met1.png
Bar = 50 um.
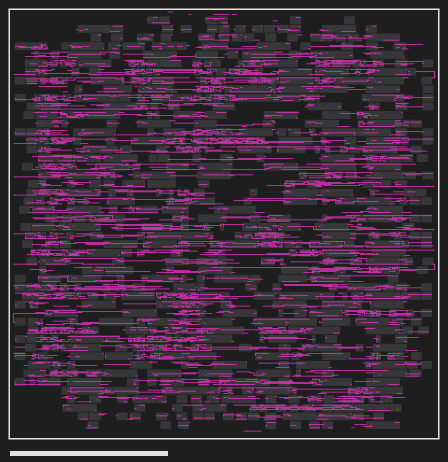
zoom.png
Bar = 5 um. Region (91, 91) to (111, 111) um. Cells in grey, sequential cells in the stronger grey; small squares are vias.
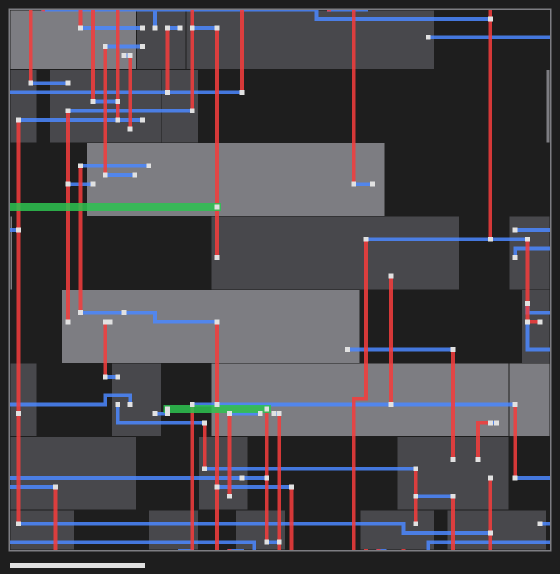
metal_stack.png
Bar = 50 um. Only two layers are drawn.
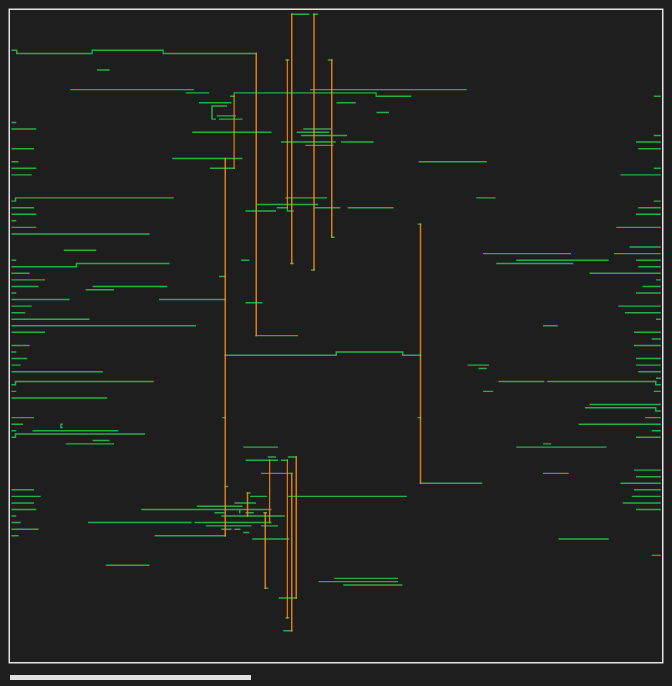
===== src/rtl/inst_fetch.sv =====
// inst_fetch: instruction fetch unit with a single outstanding memory request
// and a 2-entry in-order buffer feeding the decode stage.
//
// Ports:
//   clk, rst          clock, synchronous active-low reset
//   ce, pc            fetch enable and next fetch address from the PC register
//   pc_advance        same-cycle pulse: pc consumed, PC register may step
//   imem_req/addr     registered memory request (held until imem_ack)
//   imem_ack/rdata    memory response
//   flush             redirect: discard buffered and in-flight fetches
//   id_valid/ready    decode handshake
//   id_pc/inst/misal  head entry of the buffer
module inst_fetch (
  input  logic        clk,
  input  logic        rst,
  input  logic        ce,
  input  logic [31:0] pc,
  output logic        pc_advance,
  output logic        imem_req,
  output logic [31:0] imem_addr,
  input  logic        imem_ack,
  input  logic [31:0] imem_rdata,
  input  logic        flush,
  output logic        id_valid,
  input  logic        id_ready,
  output logic [31:0] id_pc,
  output logic [31:0] id_inst,
  output logic        id_misalign
);

  localparam int unsigned XLEN  = 32;
  localparam int unsigned DEPTH = 2;

  typedef enum logic {S_IDLE, S_WAIT} state_t;

  typedef struct packed {
    logic [XLEN-1:0] pc;
    logic [XLEN-1:0] inst;
    logic            misalign;
  } entry_t;

  state_t          state;
  logic            drop;
  logic [XLEN-1:0] req_pc;
  entry_t          fifo_q [DEPTH];
  logic            rd_ptr;
  logic            wr_ptr;
  logic [1:0]      count;

  logic            issue;
  logic            misalign;
  logic            push_mis;
  logic            push_ack;
  logic            push;
  logic            pop;
  entry_t          push_data;

  // Issue decision; gated by rst so nothing is consumed while in reset.
  always_comb begin
    misalign  = |pc[1:0];
    issue     = rst && ce && !flush && (state == S_IDLE) && (count != 2'd2);
    push_mis  = issue && misalign;
    // A flush in the ack cycle discards the returning word directly.
    push_ack  = (state == S_WAIT) && imem_ack && !drop && !flush;
    push      = push_mis || push_ack;
    pop       = id_valid && id_ready;
    push_data = push_mis ? entry_t'{pc: pc, inst: '0, misalign: 1'b1}
                         : entry_t'{pc: req_pc, inst: imem_rdata, misalign: 1'b0};
  end

  assign pc_advance  = issue;
  assign id_valid    = (count != 2'd0);
  assign id_pc       = fifo_q[rd_ptr].pc;
  assign id_inst     = fifo_q[rd_ptr].inst;
  assign id_misalign = fifo_q[rd_ptr].misalign;

  // Request FSM and output buffer.
  always_ff @(posedge clk) begin
    if (!rst) begin
      state     <= S_IDLE;
      drop      <= 1'b0;
      req_pc    <= '0;
      imem_req  <= 1'b0;
      imem_addr <= '0;
      rd_ptr    <= 1'b0;
      wr_ptr    <= 1'b0;
      count     <= 2'd0;
      for (int i = 0; i < int'(DEPTH); i++) fifo_q[i] <= '0;
    end else begin
      case (state)
        S_IDLE: begin
          if (issue && !misalign) begin
            state     <= S_WAIT;
            imem_req  <= 1'b1;
            imem_addr <= pc;
            req_pc    <= pc;
          end
        end
        S_WAIT: begin
          if (imem_ack) begin
            state    <= S_IDLE;
            imem_req <= 1'b0;
            drop     <= 1'b0;
          end else if (flush) begin
            // Request stays on the bus until acked; its data is discarded.
            drop <= 1'b1;
          end
        end
        default: state <= S_IDLE;
      endcase

      // Flush wins over push and pop.
      if (flush) begin
        count  <= 2'd0;
        rd_ptr <= 1'b0;
        wr_ptr <= 1'b0;
      end else begin
        if (push) begin
          fifo_q[wr_ptr] <= push_data;
          wr_ptr         <= wr_ptr + 1'b1;
        end
        if (pop) rd_ptr <= rd_ptr + 1'b1;
        case ({push, pop})
          2'b10:   count <= count + 2'd1;
          2'b01:   count <= count - 2'd1;
          default: count <= count;
        endcase
      end
    end
  end

endmodule


===== config.mk =====
export PLATFORM = sky130hd
export DESIGN_NAME = inst_fetch
export DESIGN_NICKNAME = d
export VERILOG_FILES = /design/src/rtl/inst_fetch.sv
export SDC_FILE = /design/constraint.sdc
export NUM_CORES = 1
export LEC_CHECK = 0
export CORE_UTILIZATION = 45
export CTS_CLUSTER_SIZE = 24
export DETAILED_ROUTE_END_ITERATION = 7
export PLACE_DENSITY_LB_ADDON = 0.05
export SETUP_SLACK_MARGIN = 0.15
export SLEW_MARGIN = 0
export SYNTH_ARGS = -nofsm -noshare
export SYNTH_HDL_FRONTEND = slang
export SYNTH_SLANG_ARGS = --single-unit

===== constraint.sdc =====
create_clock -name clk -period 9.8 [get_ports clk]
set_input_delay 1.47 -clock clk [delete_from_list [all_inputs] [get_ports clk]]
set_output_delay 1.47 -clock clk [all_outputs]
set_load 0.02 [all_outputs]

==> qor.txt <==
Cell Area, Synth - 7980 um^2
Max-area cell share - 0.4892
Initial antenna violation count - 0
Finished Core Util - 0.6001
WP data required - 10140 ps
Adder Area Share - 0.001568
IO buf count - 169
Switching fraction of total power - 0.2283
Max cap viols - 0
RSZ-0062 raised after global routing - false
Synth logic family - AND-OR/OR-AND gates
Crit path launch - pc[0]
Yosys aoi share - 0.1442
Setup violations, final - 0
Fillers - 1359
Synth top cells by count - edfxtp_1 (130), mux2_2 (65), nor3_1 (65)
Post-synth EDFFs - 130
Pins Over Slew Limit - 0
Leakage power - 3.252 nW
First-pass GRT wire length - 32180 um
Reg2reg end - count[1]$_SDFFE_PP0P_
Yosys cell types - 32
Max frequency - 204.9 MHz
R2R depth - 7
Sequential power share - 0.489
DR iter-0 viols - 470
Vias/cell - 6.063
R2r setup slk - 6220 ps
Via Count - 6239
Hpwl dp - 11640 um
CTS root buffer - clkbuf_16
DIE AREA - 18270 um^2
Multiplexer share - 0.09423
Clock skew - 7.634 ps
Critical path arrival - 5230 ps
Final Instance Count excl. Fillers - 1029
Area of the core - 17300 um^2
Internal power - 1.271 mW
Simple share - 0.1232
Vias in the first global route - 6108
Drt pass-1 iters - 6
Reg area - 4708 um^2
Clk ins delay skew pair - 420 ps
Yosys top cell by instances - edfxtp_1
Max transition margin - 0.1589
Comb pwr share - 0.100
Peak supply drop - 0.1135 mV
Final WL - 20830 um
Area Overhead vs Synth - 30.07%
DR DRC count - 0
Largest net degree at the start of global routing - 119
Top cells, area - edfxtp_1 (49%), dfxtp_1 (10%), mux2_2 (9.2%)
Mapped Cells - 676
Yosys stat chip area - 7980 um^2
Yosys Warn Count - 0
GPL Wtd Cong - 0.8261
Num CTS Buffers - 17
Htree depth - 4
CTS Sinks - 170
Largest buffer count on any clock path - 2
Element type at the critical path start - input port
Antenna Cells - 0
Worst min path class - flop to flop
Async S/R FF share, synth - 0
Net Sw Power - 0.3761 mW
CTS tree - built
Average wire per cell in the routed design - 20.25 um
Syn avg cell area - 11.80 um^2
Die width - 135.2 um
Crit Path Max Fanout - 118
Slew @ Worst Pin - 1262 ps
Final period utilization - 0.4981
Share of cells above drive strength 1 - 0.1493
Ys flops - 170
CTS hold repair buffers - 0
Worst-path clk slew - 60 ps
Tool warning count - 28
Seq/Total Area, Yosys - 0.5895
Cell type with the largest total area - edfxtp_1
Cell count in the Yosys report - 676
R2R Path Start - state$_SDFF_PN0_
Std cell rows - 48
Post-CTS sizing - 0
Postcts setup bufs - 0
Die height - 135.2 um
Crit. End Element - flop
Cells after DPL - 997
All-Layer GR Usage - 0.2304
Fin crit period - 4882 ps
Io pins - 170
Hold Startpoint - imem_req$_SDFFE_PN0P_
Post-route ant nets - 0
Status - finished, final reports clean
WHS Path Cells - 2
Post-layout nets - 862
Logic area - 3010 um^2
Main synth FF type - edfxtp_1
Syn nets - 747
Post-route setup TNS - 0 ps
Fp util - 0.4614
-- met1.png (at the start) --
- wire length on this layer: 8700 um
- share of all routed wire: 42%
- longest straight run: 38.2 um
- nets with wire on the layer: 770
- main direction: horizontal

-- zoom.png (at the start) --
- blue: met1
- red: met2
- green: met3
- netlist names of flops here include: fifo_q (3)
- most frequent: nor3_1 (6), edfxtp_1 (3)
- cells with their middle in the window: 17
- sequential cells in the window: 3

-- metal_stack.png (at the start) --
- orange: met4 (wire length 505 um)
- green: met3 (wire length 1440 um)

## layer usage
| layer | track usage | up-vias | wire length (um) |
|---|---|---|---|
| li1 | - | 2905 | - |
| met1 | 0.2896 | 3022 | 8695 |
| met2 | 0.3886 | 277 | 10190 |
| met3 | 0.04452 | 35 | 1440 |
| met4 | 0.09551 | 0 | 505 |
| met5 | 0 | - | 0 |
## layout make-up
| class | instances | share of cell area |
|---|---|---|
| inverters | 2 | 0.0007232 |
| flip-flops and latches | 170 | 0.4536 |
| clock buffers | 22 | 0.04677 |
| clock inverters | 10 | 0.01133 |
| multi-input cells | 420 | 0.2900 |
| well taps | 225 | 0.02712 |
| repair buffers | 180 | 0.1704 |
## how the worst max path moves through the flow
stage | end | slack [ps] | cells after the start
floorplan | fifo_q[0][0]$_SDFFCE_PN0P_ | 2250 | 6
global placement | count[1]$_SDFFE_PP0P_ | 4720 | 7
detailed placement | count[1]$_SDFFE_PP0P_ | 4620 | 7
CTS | count[1]$_SDFFE_PP0P_ | 5050 | 7
global route | count[1]$_SDFFE_PP0P_ | 4710 | 7
finish | count[1]$_SDFFE_PP0P_ | 4920 | 7
## critical path: stages
cell	delay, ps
clkdlybuf4s50_1	500
or2_2	630
a31oi_4	570
buf_4	960
ha_1	440
or3_1	350
a21oi_1	140
## placed cells by master (no fill, tap or decap), types with 3 or more instances in the layout
| cell type | synthesis | final |
|---|---|---|
| clkdlybuf4s50_1 | 0 | 168 |
| edfxtp_1 | 130 | 130 |
| mux2_2 | 65 | 65 |
| o31ai_1 | 64 | 64 |
| a211oi_1 | 64 | 64 |
| nor3_1 | 65 | 64 |
| nand4_1 | 59 | 59 |
| dfxtp_1 | 40 | 39 |
| nand2_1 | 35 | 35 |
| o21ai_0 | 32 | 30 |
| clkbuf_16 | 0 | 18 |
| buf_4 | 1 | 11 |
| nor2_1 | 6 | 5 |
| nand3_1 | 4 | 4 |
| clkinvlp_4 | 0 | 4 |
| or2_2 | 3 | 3 |
| and3_1 | 3 | 3 |
## flip-flops by register name (all words and copies together) (netlist names), named ones only
name,flops
count,2
req_pc,32
drop,1
fifo_q,130
imem_req,1
state,1
rd_ptr,1
wr_ptr,1
## power groups by stage
| stage | sequential (mW) | combinational, mW | clock, mW |
|---|---|---|---|
| 2_1_floorplan | 0.826 | 0.0811 | 0 |
| 3_3_place_gp | 0.820 | 0.163 | 0 |
| 3_5_place_dp | 0.821 | 0.165 | 0 |
| 4_1_cts | 0.806 | 0.166 | 0.687 |
| 5_1_grt | 0.808 | 0.176 | 0.710 |
| 6_report | 0.805 | 0.165 | 0.677 |
## stage by stage
step / power [mW] / hold slack (ps) / worst slack [ps] / instance area, um^2
after floorplan: 0.9067 / 437.1 / 2249 / 7980
after global placement: 0.9835 / 446.9 / 4715 / 9777
after detailed placement: 0.9861 / 444.3 / 4615 / 9777
after CTS: 1.659 / 470.4 / 5054 / 10380
after global routing: 1.694 / 493.0 / 4713 / 10380
final: 1.648 / 470.7 / 4918 / 10380
No activity file was given, so power comes from the tool's default toggle rates.
